==> config.mk <==
export PLATFORM = sky130hd
export DESIGN_NAME = seg7_scan_driver
export DESIGN_NICKNAME = d
export VERILOG_FILES = /design/src/rtl/seg7_pkg.sv /design/src/rtl/seg7_decoder.sv /design/src/rtl/seg7_scan_driver.sv
export SDC_FILE = /design/constraint.sdc
export NUM_CORES = 1
export LEC_CHECK = 0
export ABC_AREA = 1
export ABC_CLOCK_PERIOD_IN_PS = 2500
export CAP_MARGIN = 20
export CORE_MARGIN = 3
export CORE_UTILIZATION = 40
export DETAILED_ROUTE_END_ITERATION = 16
export GPL_TIMING_DRIVEN = 0
export PLACE_DENSITY = 0.73
export SETUP_SLACK_MARGIN = 0.15
export SYNTH_ARGS = -nofsm -noshare
export SYNTH_HDL_FRONTEND = slang
export SYNTH_SLANG_ARGS = --single-unit
==> constraint.sdc <==
create_clock -name clk -period 2.5 [get_ports clk]
set_clock_uncertainty 0.1 [all_clocks]
set_input_delay 0.75 -clock clk [delete_from_list [all_inputs] [get_ports clk]]
set_output_delay 0.75 -clock clk [all_outputs]
set_load 0.01 [all_outputs]
io_placement.png
Drawn at 6 px/um. Pins as bars across the die edge, other pins in gray.
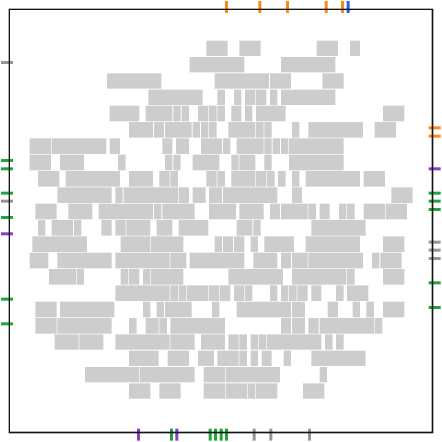
Key: green = bcd_in [pins 16, direction input, edge 6 left, 5 right, 5 bottom]; blue = clear_n [pins 1, direction input, edge top]; purple = an [pins 4, direction output, edge 2 bottom, 1 right, 1 left]; orange = seg [pins 7, direction output, edge 5 top, 2 right]
All pins by edge: 11 right, 10 bottom, 9 left, 6 top.
horizontal extent of the die: 70.3 um
die extent in y: 70.3 um

clk_routes.png
Drawn at 6 px/um.
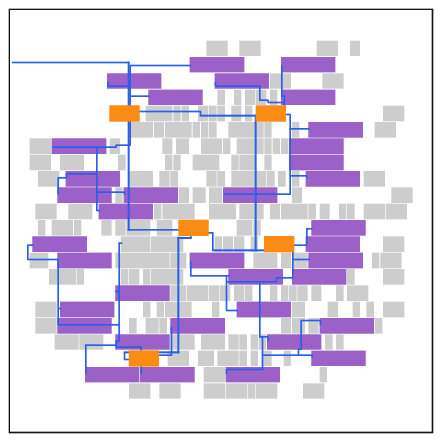
Key: purple = flip-flops [count 36]; orange = clock drivers [count 5]; blue = clock wires [length 448 um]
There are 6 routed clock nets.
total clock network power: 0.420 mW
Clock power frac: 32.7%
clock latency reported for the late side of the worst-skew pair: 290 ps

logic_types.png
Drawn at 6 px/um.
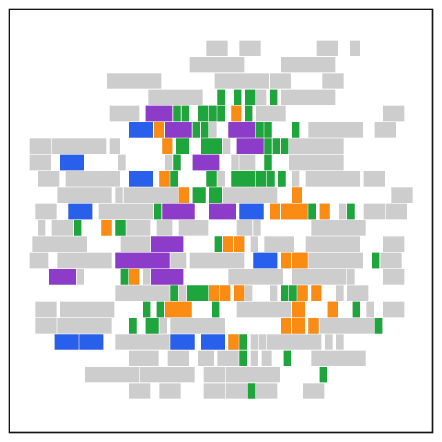
Key: blue = mux cells [cells 10]; purple = fa/ha/maj cells [cells 11, where center]; green = nand cells [cells 54]; orange = aoi and oai cells [cells 27]
number of non-filler instances in the completed layout: 261
fraction of standard cell area in multi-input logic: 30.5%

==> changes_impl.md <==
## Implementation

- Outcome: finished clean
- Max-Cap Viols: 0
- Power attributed to combinational cells: 0.214 mW
- Crit end category: primary output
- Initial antenna violation count: 0
- Overall routed net length: 3200 um
- Synthesized cell area: 0.00165 mm^2
- Number of flip-flops under the largest register name: 16
- Number of nets with antenna violations after detailed routing: 0
- Dominant cell type by area after synthesis: dfrtp_1
- Final TNS setup: 0 ps
- Final Setup Violations: 0
- Share of final-layout standard cells stronger than drive strength 1: 20.2%
- Hold buffer count at CTS: 0
- Placement row count: 22
- Tool warnings: 34
- Final nets: 246
- Worst-path fanout max: 10
- Drc violations: 0
- Number of global-route vias before repair: 1231
- Per-cell routed wire length: 12.2 um
[critical path: cells and delay by family, from the launching register on]
| family | cells | cell delay [ps] |
|---|---|---|
| flip-flops | 1 | 410 |
| buffers and inverters | 3 | 450 |
| adder cells (fa/ha/maj) | 1 | 210 |
| AND/OR/NAND/NOR | 1 | 60 |
[timing repair]
action	in CTS	in global routing
hold endpoints to repair	0	0
setup buffers	1	4
resized	2	6
pin swaps	0	1
setup endpoints to repair	1	6
[final cells by class]
cell class / instances / area (um^2)
fill: 346 / 1620
sequential: 36 / 901
multi-input combinational: 104 / 672
timing repair buffer: 39 / 372
clock buffer: 6 / 82.6
inverter: 22 / 82.6
tap: 48 / 60.1
buffer: 4 / 23.8
clock inverter: 2 / 10.0
[per-stage QoR]
step	utilization, %	power, mW	std cells
3_5_place_dp	53.6	0.870	248
2_1_floorplan	-	0.764	166
4_1_cts	56.2	1.30	257
6_report	57.6	1.28	261
3_3_place_gp	53.7	0.866	248
5_1_grt	57.6	1.35	261
[per-layer routing]
| layer | vias to the layer above | track usage, % |
|---|---|---|
| li1 | 620 | - |
| met1 | 574 | 17.8 |
| met2 | 30 | 21.2 |
| met3 | 6 | 5.04 |
| met4 | 0 | 6.38 |
| met5 | - | 0 |
[cells in the final DEF, fill, tap and decap left out, drive strengths merged]
| cell type | n |
|---|---|
| o21ai | 14 |
| a21oi | 8 |
| o211ai | 1 |
| buf | 8 |
| dlygate4sd2 | 1 |
| nand3 | 7 |
| a22oi | 2 |
| mux2 | 10 |
| nor2 | 2 |
| clkdlybuf4s50 | 32 |
| clkinv | 2 |
| o22ai | 2 |
| dfrtp | 36 |
| ha | 11 |
| inv | 22 |
| clkbuf | 8 |
| nand2 | 47 |
No activity file was given, so power comes from the tool's default toggle rates.
